### Drive-strength map, run 1

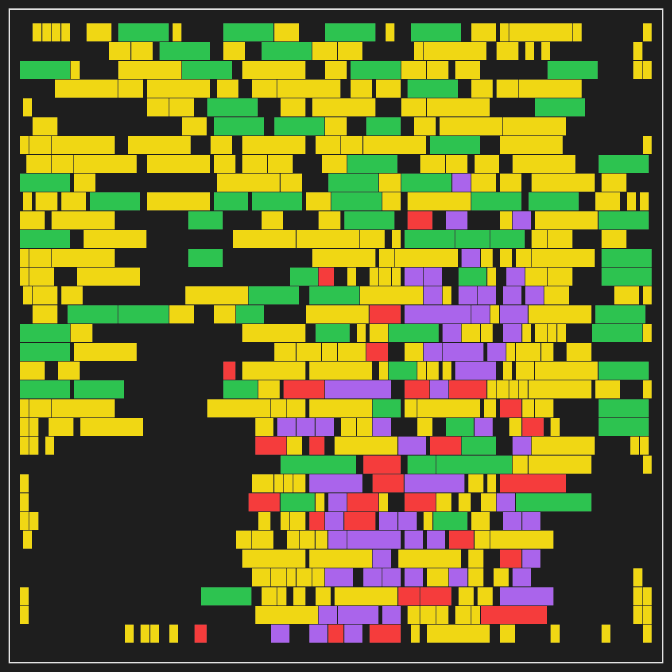
### Sequential cells grouped by signal name, run 1

The bar under the picture is 20 um long. Other sequential cells in the stronger grey, the rest of the logic in the fainter grey.
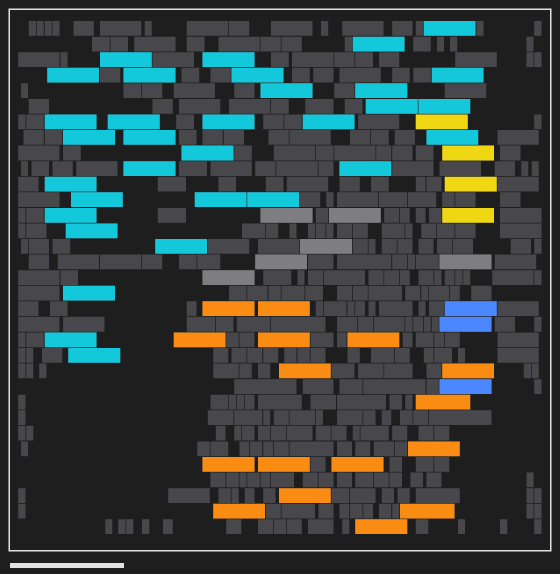
### Routed metal per tile, run 1

The die is cut into 19 by 19 equal tiles; dark blue is low, red is high, scaled to the fullest tile. Values are wire area over tile area, all layers added.
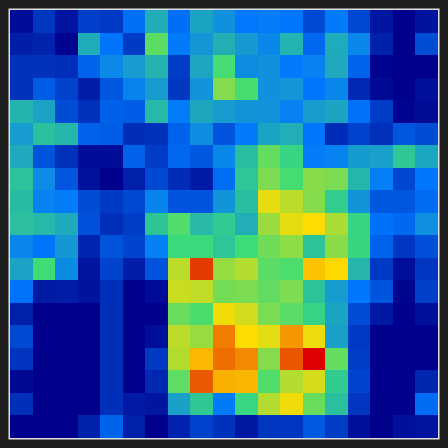
===== config.mk =====
export PLATFORM = sky130hd
export DESIGN_NAME = faccel_job_seq
export DESIGN_NICKNAME = d
export VERILOG_FILES = /design/src/rtl/faccel_job_seq.sv
export SDC_FILE = /design/constraint.sdc
export NUM_CORES = 1
export LEC_CHECK = 0
export CAP_MARGIN = 20
export CORE_UTILIZATION = 38
export CTS_CLUSTER_SIZE = 10
export DETAILED_ROUTE_END_ITERATION = 12
export PLACE_DENSITY = 0.76
export SLEW_MARGIN = 20
export SYNTH_ARGS = -nofsm -noshare
export SYNTH_HDL_FRONTEND = slang
export SYNTH_SLANG_ARGS = --single-unit

===== constraint.sdc =====
create_clock -name clk -period 1.54 [get_ports clk]
set_input_delay 0.462 -clock clk [delete_from_list [all_inputs] [get_ports clk]]
set_output_delay 0.462 -clock clk [all_outputs]
set_load 0.1 [all_outputs]

===== src/rtl/faccel_job_seq.sv =====
// Bus-master sequencer: programs the factorial accelerator, waits for done, reads status/result.
// Optional FACCEL_SEQ_POLL_EN: WAIT polls STATUS over the bus instead of using bus_done.
module faccel_job_seq #(
    parameter logic [31:0] BASE_ADDR      = 32'h0000_0800,
    parameter int unsigned TIMEOUT_CYCLES = 1000,
    parameter int unsigned TO_W           = 16
) (
    input  logic        clk,
    input  logic        reset,
    input  logic        job_valid,
    output logic        job_ready,
    input  logic [3:0]  job_n,
    output logic        res_valid,
    input  logic        res_ready,
    output logic [31:0] res_data,
    output logic        res_err,
    output logic [31:0] bus_addr,
    output logic [31:0] bus_wdata,
    output logic        bus_we,
    input  logic [31:0] bus_rdata,
    input  logic        bus_done
);

    typedef enum logic [2:0] {
        S_IDLE,
        S_WR_N,
        S_WR_GO,
        S_GO_CLR,
        S_WAIT,
        S_RD_STAT,
        S_RD_RES,
        S_RESP
    } state_t;

    localparam logic [31:0]     ADDR_N      = BASE_ADDR;
    localparam logic [31:0]     ADDR_GO     = BASE_ADDR + 32'h4;
    localparam logic [31:0]     ADDR_STATUS = BASE_ADDR + 32'h8;
    localparam logic [31:0]     ADDR_RESULT = BASE_ADDR + 32'hC;
    localparam logic [TO_W-1:0] TO_LAST     = TO_W'(TIMEOUT_CYCLES - 1);

`ifdef FACCEL_SEQ_POLL_EN
    localparam logic [31:0] WAIT_ADDR = ADDR_STATUS;
    logic w_unused_done;
    assign w_unused_done = bus_done;
`else
    // Parked off the accelerator so the sticky done flag is not cleared while waiting.
    localparam logic [31:0] WAIT_ADDR = '0;
`endif

    state_t            r_state;
    logic [TO_W-1:0]   r_cnt;
    logic              r_res_valid;
    logic [31:0]       r_res_data;
    logic              r_res_err;
    logic [31:0]       r_bus_addr;
    logic [31:0]       r_bus_wdata;
    logic              r_bus_we;
    logic              w_wait_done;

`ifdef FACCEL_SEQ_POLL_EN
    assign w_wait_done = bus_rdata[0];
`else
    assign w_wait_done = bus_done;
`endif

    always_ff @(posedge clk or negedge reset) begin
        if (!reset) begin
            r_state     <= S_IDLE;
            r_cnt       <= '0;
            r_res_valid <= 1'b0;
            r_res_data  <= '0;
            r_res_err   <= 1'b0;
            r_bus_addr  <= '0;
            r_bus_wdata <= '0;
            r_bus_we    <= 1'b0;
        end else begin
            // Bus outputs are loaded on the transition so they hold for the whole target state.
            case (r_state)
                S_IDLE: begin
                    if (job_valid) begin
                        r_state     <= S_WR_N;
                        r_bus_addr  <= ADDR_N;
                        r_bus_wdata <= {28'b0, job_n};
                        r_bus_we    <= 1'b1;
                    end
                end
                S_WR_N: begin
                    r_state     <= S_WR_GO;
                    r_bus_addr  <= ADDR_GO;
                    r_bus_wdata <= 32'd1;
                    r_bus_we    <= 1'b1;
                end
                S_WR_GO: begin
                    r_state     <= S_GO_CLR;
                    r_bus_addr  <= ADDR_GO;
                    r_bus_wdata <= '0;
                    r_bus_we    <= 1'b1;
                end
                S_GO_CLR: begin
                    r_state     <= S_WAIT;
                    r_bus_addr  <= WAIT_ADDR;
                    r_bus_wdata <= '0;
                    r_bus_we    <= 1'b0;
                    r_cnt       <= '0;
                end
                S_WAIT: begin
                    if (w_wait_done) begin
`ifdef FACCEL_SEQ_POLL_EN
                        r_res_err  <= bus_rdata[1];
                        r_state    <= S_RD_RES;
                        r_bus_addr <= ADDR_RESULT;
`else
                        r_state    <= S_RD_STAT;
                        r_bus_addr <= ADDR_STATUS;
`endif
                    end else if (r_cnt == TO_LAST) begin
                        r_res_data  <= '0;
                        r_res_err   <= 1'b1;
                        r_res_valid <= 1'b1;
                        r_state     <= S_RESP;
                        r_bus_addr  <= '0;
                    end else begin
                        r_cnt <= r_cnt + 1'b1;
                    end
                end
                S_RD_STAT: begin
                    r_res_err  <= bus_rdata[1];
                    r_state    <= S_RD_RES;
                    r_bus_addr <= ADDR_RESULT;
                end
                S_RD_RES: begin
                    r_res_data  <= bus_rdata;
                    r_res_valid <= 1'b1;
                    r_state     <= S_RESP;
                    r_bus_addr  <= '0;
                end
                S_RESP: begin
                    if (res_ready) begin
                        r_res_valid <= 1'b0;
                        r_state     <= S_IDLE;
                    end
                end
                default: begin
                    r_state     <= S_IDLE;
                    r_res_valid <= 1'b0;
                    r_bus_addr  <= '0;
                    r_bus_wdata <= '0;
                    r_bus_we    <= 1'b0;
                end
            endcase
        end
    end

    assign job_ready = (r_state == S_IDLE);
    assign res_valid = r_res_valid;
    assign res_data  = r_res_data;
    assign res_err   = r_res_err;
    assign bus_addr  = r_bus_addr;
    assign bus_wdata = r_bus_wdata;
    assign bus_we    = r_bus_we;

endmodule


==> run summary, run 1 <==
run metrics: die span in x=94.3 um, core occupancy in the finished layout=63.9%, CP Launch Point=r_cnt[0], FMAX=0.558 GHz, CP Capture Type=flip-flop, post-placement cell count=522, Basic Gates by Area=11.7%, clock buffer depth=2, Final ANT Viol Nets=0, r2r startpoint=r_cnt[0], DRT Pass-1 Iters=6, vias in the first global route=2773, WHS=108 ps, synthesized area=3240 um2, Top-area cell share=47.1%, final instance area=5250 um2, Total GRT Usage=20.7%, Mux cell area share=0%, post-placement cell area=4690 um2, clk_skew=7.34 ps, Vias/cell=5.34, most frequent cell after synthesis=dfrtp_1, Top logic family=AND-OR/OR-AND gates, tool warnings=29, GR Overflow Total=0, Worst path max stage delay=370 ps, Final setup viols=53, crit path time final=1790 ps, WP data arrival=2050 ps, chip height=94.3 um, Final Max Tran Viols=0, area occupied by registers=1530 um2, dominant kind of cell=non-clock buffers, layout clock buffer count=11, biggest area cells=dfrtp_1, buf_4, a22o_1, share of cells above drive strength 1=34.8%, clock sink total=61, Post-synth EDFFs=0, Non-clock buffer share=33.4%, core region area=8220 um2, Worst R2R Setup Slack=-250 ps, failing checks=negative setup slack, Fin Setup TNS=-10070 ps, most instantiated logic cell after routing=dfrtp_1, area reported by Yosys stat=3240 um2, top cells by count=dfrtp_1, buf_4, a22o_1, CP max stage cell=dfrtp_1, antenna cells=0, multi-input logic area=1560 um2, CP Depth=7, Complex Gates by Area=23.0%, max-cap viol count=0, DR WL/cell=16.8 um, Logic Gate Count=222, H-Tree Depth=3, delay-heaviest family, CP=AND-OR/OR-AND gates, first-pass GRT wire length=14000 um, Fillers=601, Post-Syn Area per Cell=10.5 um2, setup ws final=-253 ps, Yosys Instances=309, outcome=complete, but fails checks, worst path cell trace=ha_2 > buf_6 > and4_1 > nand4_1 > a21o_1 > buf_12 > a31oi_2, CP Launch Type=flip-flop, Post-Synthesis Cells=309, post_cts resized=26, RSZ-0062 raised after global routing=yes, nets=483, drc violations=0, total CTS buffers=9, row cnt=33, Critical Setup Path Class=flip-flop to flip-flop, inverters=8, DP Wirelength=5910 um
Notes on 'Drive-strength map' above:
[x3 and x4] purple | cells: 58
[x6 and larger] green | cells: 68
[x1 and smaller] yellow | cells: 290
[x2] red | cells: 29

Notes on 'Sequential cells grouped by signal name' above:
[bus_wdata] yellow | flops: 4
[bus_addr] blue | flops: 3
[res_data] cyan | flops: 32
[r_cnt] orange | flops: 16
not coloured: 6

Notes on 'Routed metal per tile' above:
mean over tiles: 0.17
nearly empty tiles: 13%
densest ninth of the die: bottom middle
fullest tile: 0.62
emptiest ninth of the die: bottom left

==> run 1: routing by layer <==
layer | GRT usage (%) | part of all wire (%)
met5 | 0 | 0
met4 | 9.62 | 3.1
met3 | 6.12 | 7.4
met2 | 32.9 | 51
met1 | 25.8 | 39
==> run 1: registers in the layout, indices dropped and copies added (netlist names) <==
| name | count |
|---|---|
| bus_we | 1 |
| r_cnt | 16 |
| bus_addr | 3 |
| res_valid | 1 |
| res_err | 1 |
| res_data | 32 |
| bus_wdata | 4 |
| r_state | 3 |
==> run 1: how the worst max path moves through the flow <==
stage,endpoint
floorplan,job_ready
finish,r_cnt[14]
CTS,job_ready
detailed placement,r_cnt[10]
global route,r_cnt[14]
global placement,r_cnt[13]
### Cell placement, run 1

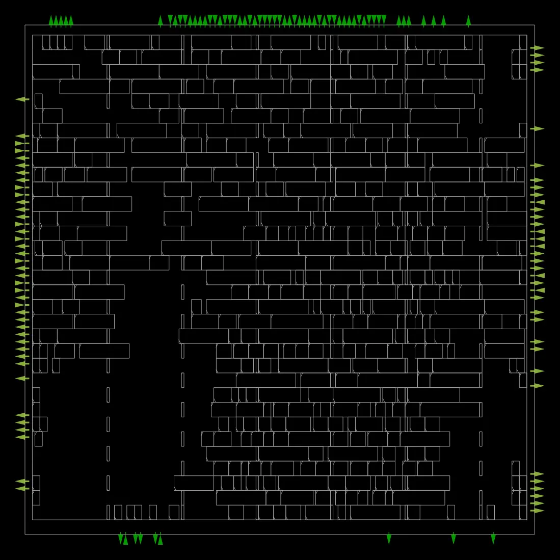

## Run 2: what changed since run 1
--- a/config.mk
+++ b/config.mk
@@ -9,7 +9,7 @@
 export CORE_UTILIZATION = 38
 export CTS_CLUSTER_SIZE = 10
 export DETAILED_ROUTE_END_ITERATION = 12
-export PLACE_DENSITY = 0.76
+export PLACE_DENSITY = 0.74
 export SLEW_MARGIN = 20
 export SYNTH_ARGS = -nofsm -noshare
 export SYNTH_HDL_FRONTEND = slang
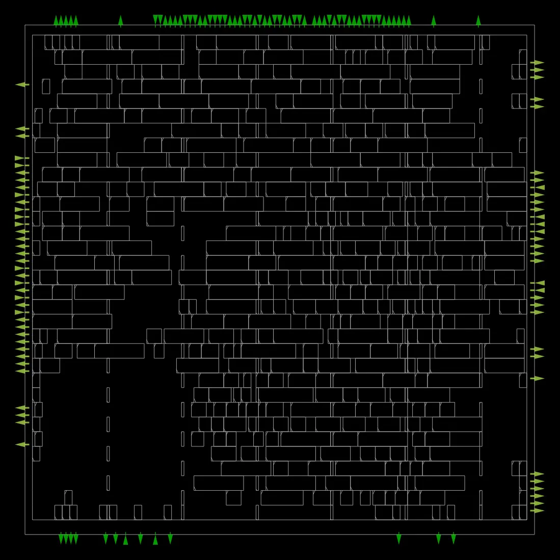
*Cell placement, run 2*
Well Taps: 105
fraction of area in registers: 28.6%
core region area: 8220 um2

==> run summary, run 2 <==
run metrics: outcome=complete, but fails checks, Critical Setup Path Class=flip-flop to output port, max-cap viol count=0 (unchanged), WP data arrival=1310 ps (-740 ps), most frequent cell after synthesis=dfrtp_1, Post-synth EDFFs=0 (unchanged), final instance area=5350 um2 (+1.8%), biggest area cells=dfrtp_1, buf_4, a22o_1, Post-Syn Area per Cell=10.5 um2 (unchanged), DP Wirelength=5800 um (-1.9%), Non-clock buffer share=33.2% (-0.18 points), max reg flops=32 (unchanged), chip height=94.3 um (unchanged), layout clock buffer count=12 (+1), Vias/cell=5.30 (-0.60%), Top-area cell share=47.1% (unchanged), Final setup viols=54 (+1.9%), first-pass GRT wire length=13800 um (-2.0%), row cnt=33 (unchanged), routing usage on met3=4.99% (-1.1 points), top cells by count=dfrtp_1, buf_4, a22o_1, DR WL/cell=16.9 um (+0.37%), GR Overflow Total=0 (unchanged), vias in the first global route=2713 (-2.2%), DRT Pass-1 Iters=4 (-2), Basic Gates by Area=11.7% (unchanged), core occupancy in the finished layout=65.1% (+1.2 points), Worst path max stage delay=410 ps (+40 ps), FMAX=0.565 GHz (+1.3%), met2 Track Usage GR=31.8% (-1.1 points), share of cells above drive strength 1=36.9% (+2.1 points), post-placement cell count=519 (-0.57%), clock sink total=61 (unchanged), worst path cell trace=or2_4 > nor2_4 > buf_12, setup ws final=-230 ps (+23.8 ps), M1 GR Usage=26.8% (+1.0 points), CP max stage cell=dfrtp_1, Yosys Instances=309 (unchanged), die span in x=94.3 um (unchanged), CP Launch Type=flip-flop, drc violations=0 (unchanged), tool warnings=29 (unchanged), synthesized area=3240 um2 (unchanged), Top logic family=AND-OR/OR-AND gates, area occupied by registers=1530 um2 (about the same), Fin Setup TNS=-9000 ps (+1080 ps), Logic Gate Count=222 (unchanged), Final ANT Viol Nets=0 (unchanged), failing checks=negative setup slack, clk_skew=9.80 ps (+2.46 ps), RSZ-0062 raised after global routing=yes, Fillers=593 (-1.3%), Total GRT Usage=20.4% (-0.26 points), crit path time final=1770 ps (-23.8 ps), area reported by Yosys stat=3240 um2 (unchanged), GR peak layer=met2, post-placement cell area=4660 um2 (-0.48%), WHS=89.1 ps (-18.5 ps), delay-heaviest family, CP=flip-flops, Mux cell area share=0% (unchanged), Worst R2R Setup Slack=-200 ps (+50 ps), most instantiated logic cell after routing=dfrtp_1, Final Max Tran Viols=0 (unchanged)
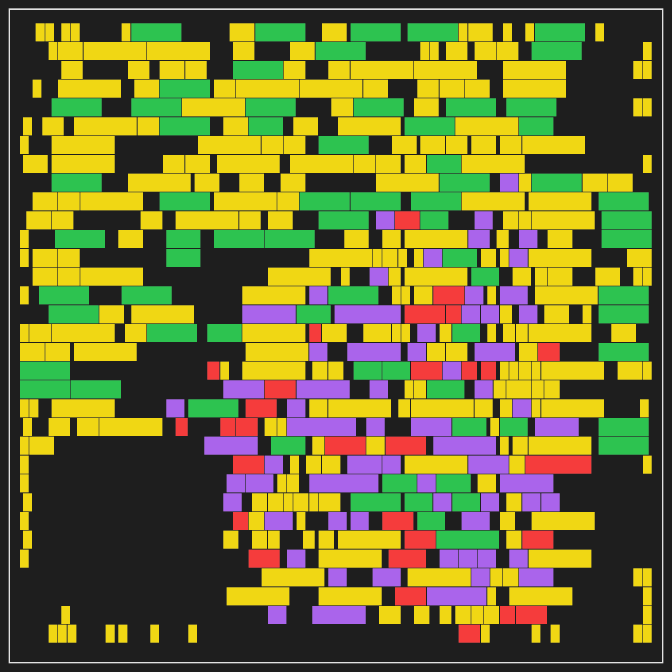
*Drive-strength map, run 2*
[x1 and smaller] yellow | cells: 280
[x2] red | cells: 29
[x3 and x4] purple | cells: 65
[x6 and larger] green | cells: 70

==> run 2: routing by layer <==
metal	wire length, um	part of all wire [%]
met5	0	0
met4	257	2.8
met3	611	6.6
met2	4590	50
met1	3800	41
==> run 2: worst max path at each step <==
stage	endpoint	startpoint	cells after the start
2_1_floorplan	job_ready	r_state[0]	2
3_3_place_gp	r_cnt[1]	bus_done	5
3_5_place_dp	r_cnt[1]	bus_done	5
4_1_cts	job_ready	r_state[0]	3
5_1_grt	r_cnt[13]	r_cnt[13]	6
6_report	job_ready	r_state[0]	3
==> run 2: worst register-to-register path, cell delays in order (launching register included) <==
cell and delay, ps:
dfrtp_1 420, ha_4 170, nor4b_4 200, and4_4 300, o2111ai_4 130, buf_12 200, a22o_1 210
## Run 3: what changed since run 2
--- a/config.mk
+++ b/config.mk
@@ -6,6 +6,7 @@
 export NUM_CORES = 1
 export LEC_CHECK = 0
 export CAP_MARGIN = 20
+export CORE_MARGIN = 1
 export CORE_UTILIZATION = 38
 export CTS_CLUSTER_SIZE = 10
 export DETAILED_ROUTE_END_ITERATION = 12
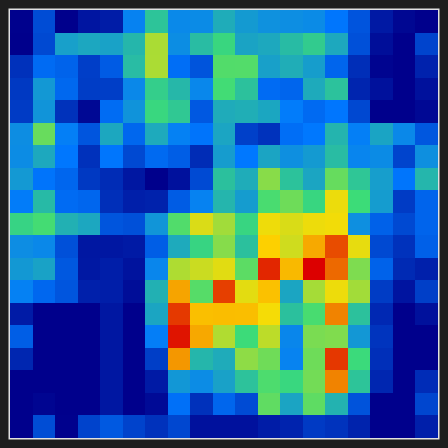
*Routed metal per tile, run 3*
The die is cut into 19 by 19 equal tiles; dark blue is low, red is high, scaled to the fullest tile. Values are wire area over tile area, all layers added.
emptiest ninth of the die: bottom left
fullest tile: 0.58
densest ninth of the die: middle
tiles over half the peak: 18%

==> run summary, run 3 <==
run metrics: GR peak layer=met2, die span in x=94.3 um (unchanged), vias in the first global route=2713 (unchanged), clock sink total=61 (unchanged), WP data arrival=1310 ps (about the same), core occupancy in the finished layout=65.1% (unchanged), Post-synth EDFFs=0 (unchanged), drc violations=0 (unchanged), routing usage on met3=4.99% (unchanged), FMAX=0.565 GHz (unchanged), post-placement cell area=4660 um2 (unchanged), most instantiated logic cell after routing=dfrtp_1, DRT Pass-1 Iters=4 (unchanged), top cells by count=dfrtp_1, buf_4, a22o_1, clk_skew=9.80 ps (unchanged), Well Taps=105 (unchanged), row cnt=33 (unchanged), share of cells above drive strength 1=36.9% (unchanged), RSZ-0062 raised after global routing=yes, biggest area cells=dfrtp_1, buf_4, a22o_1, max-cap viol count=0 (unchanged), area reported by Yosys stat=3240 um2 (unchanged), met2 Track Usage GR=31.8% (unchanged), core region area=8220 um2 (unchanged), Total GRT Usage=20.4% (unchanged), fraction of area in registers=28.6% (unchanged), CP Launch Type=flip-flop, layout clock buffer count=12 (unchanged), failing checks=negative setup slack, Critical Setup Path Class=flip-flop to output port, synthesized area=3240 um2 (unchanged), inverters=8, M1 GR Usage=26.8% (unchanged), Yosys Instances=309 (unchanged), wire length on met2=4590 um (unchanged), area occupied by registers=1530 um2 (unchanged), Final ANT Viol Nets=0 (unchanged), R2R depth=6, Top-area cell share=47.1% (unchanged), DP Wirelength=5800 um (unchanged), final std cells w/o fill=549, DR WL/cell=16.9 um (unchanged), critical path endpoint=job_ready, Final Max Tran Viols=0 (unchanged), chip height=94.3 um (unchanged), WHS=89.1 ps (unchanged), clock buffer depth=2, Fillers=593 (unchanged), tool warnings=29 (unchanged), Worst R2R Setup Slack=-200 ps (about the same), max reg flops=32 (unchanged), setup ws final=-230 ps (unchanged), Final setup viols=54 (unchanged), post-placement cell count=519 (unchanged), crit path time final=1770 ps (unchanged), Fin Setup TNS=-9000 ps (unchanged), Vias/cell=5.30 (unchanged), wire length on met3=611 um (unchanged), Post-Syn Area per Cell=10.5 um2 (unchanged), most frequent cell after synthesis=dfrtp_1, Logic Gate Count=222 (unchanged), top layer reached by signal wires=met4, GR Overflow Total=0 (unchanged), CP Launch Point=r_state[0], final instance area=5350 um2 (unchanged), Non-clock buffer share=33.2% (unchanged), outcome=complete, but fails checks
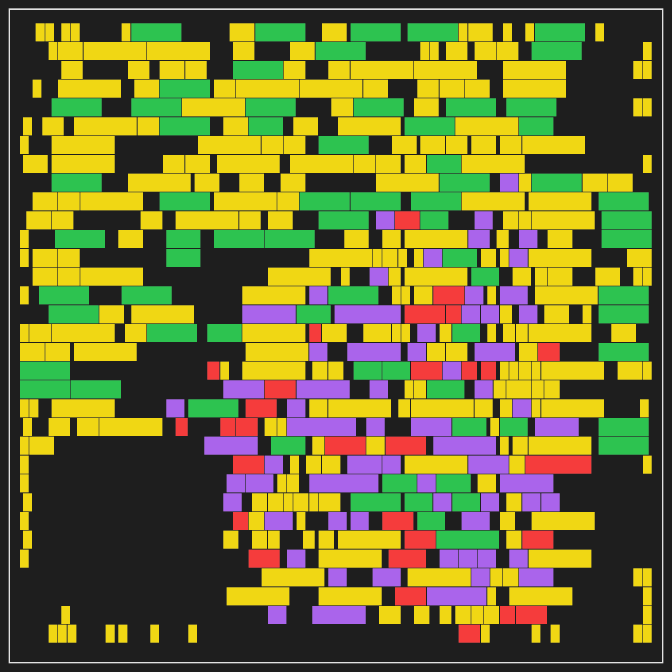
*Drive-strength map, run 3*
[x3 and x4] purple | cells: 65
[x6 and larger] green | cells: 70
[x1 and smaller] yellow | cells: 280
[x2] red | cells: 29

run 3: cell counts after synthesis:
Identical to the previous run, type by type.
run 3: cell families after synthesis:
family,synth area share [%]
AOI/OAI and AO/OA,23.0
adders and majority gates,0.386
buffers and inverters,17.6
and+or+nand+nor,11.7
DFF,47.1
other,0.116
run 3: critical path, stage by stage (launching register included):
cell and delay (ps):
dfrtp_1 410, or2_4 260, nor2_4 110, buf_12 180
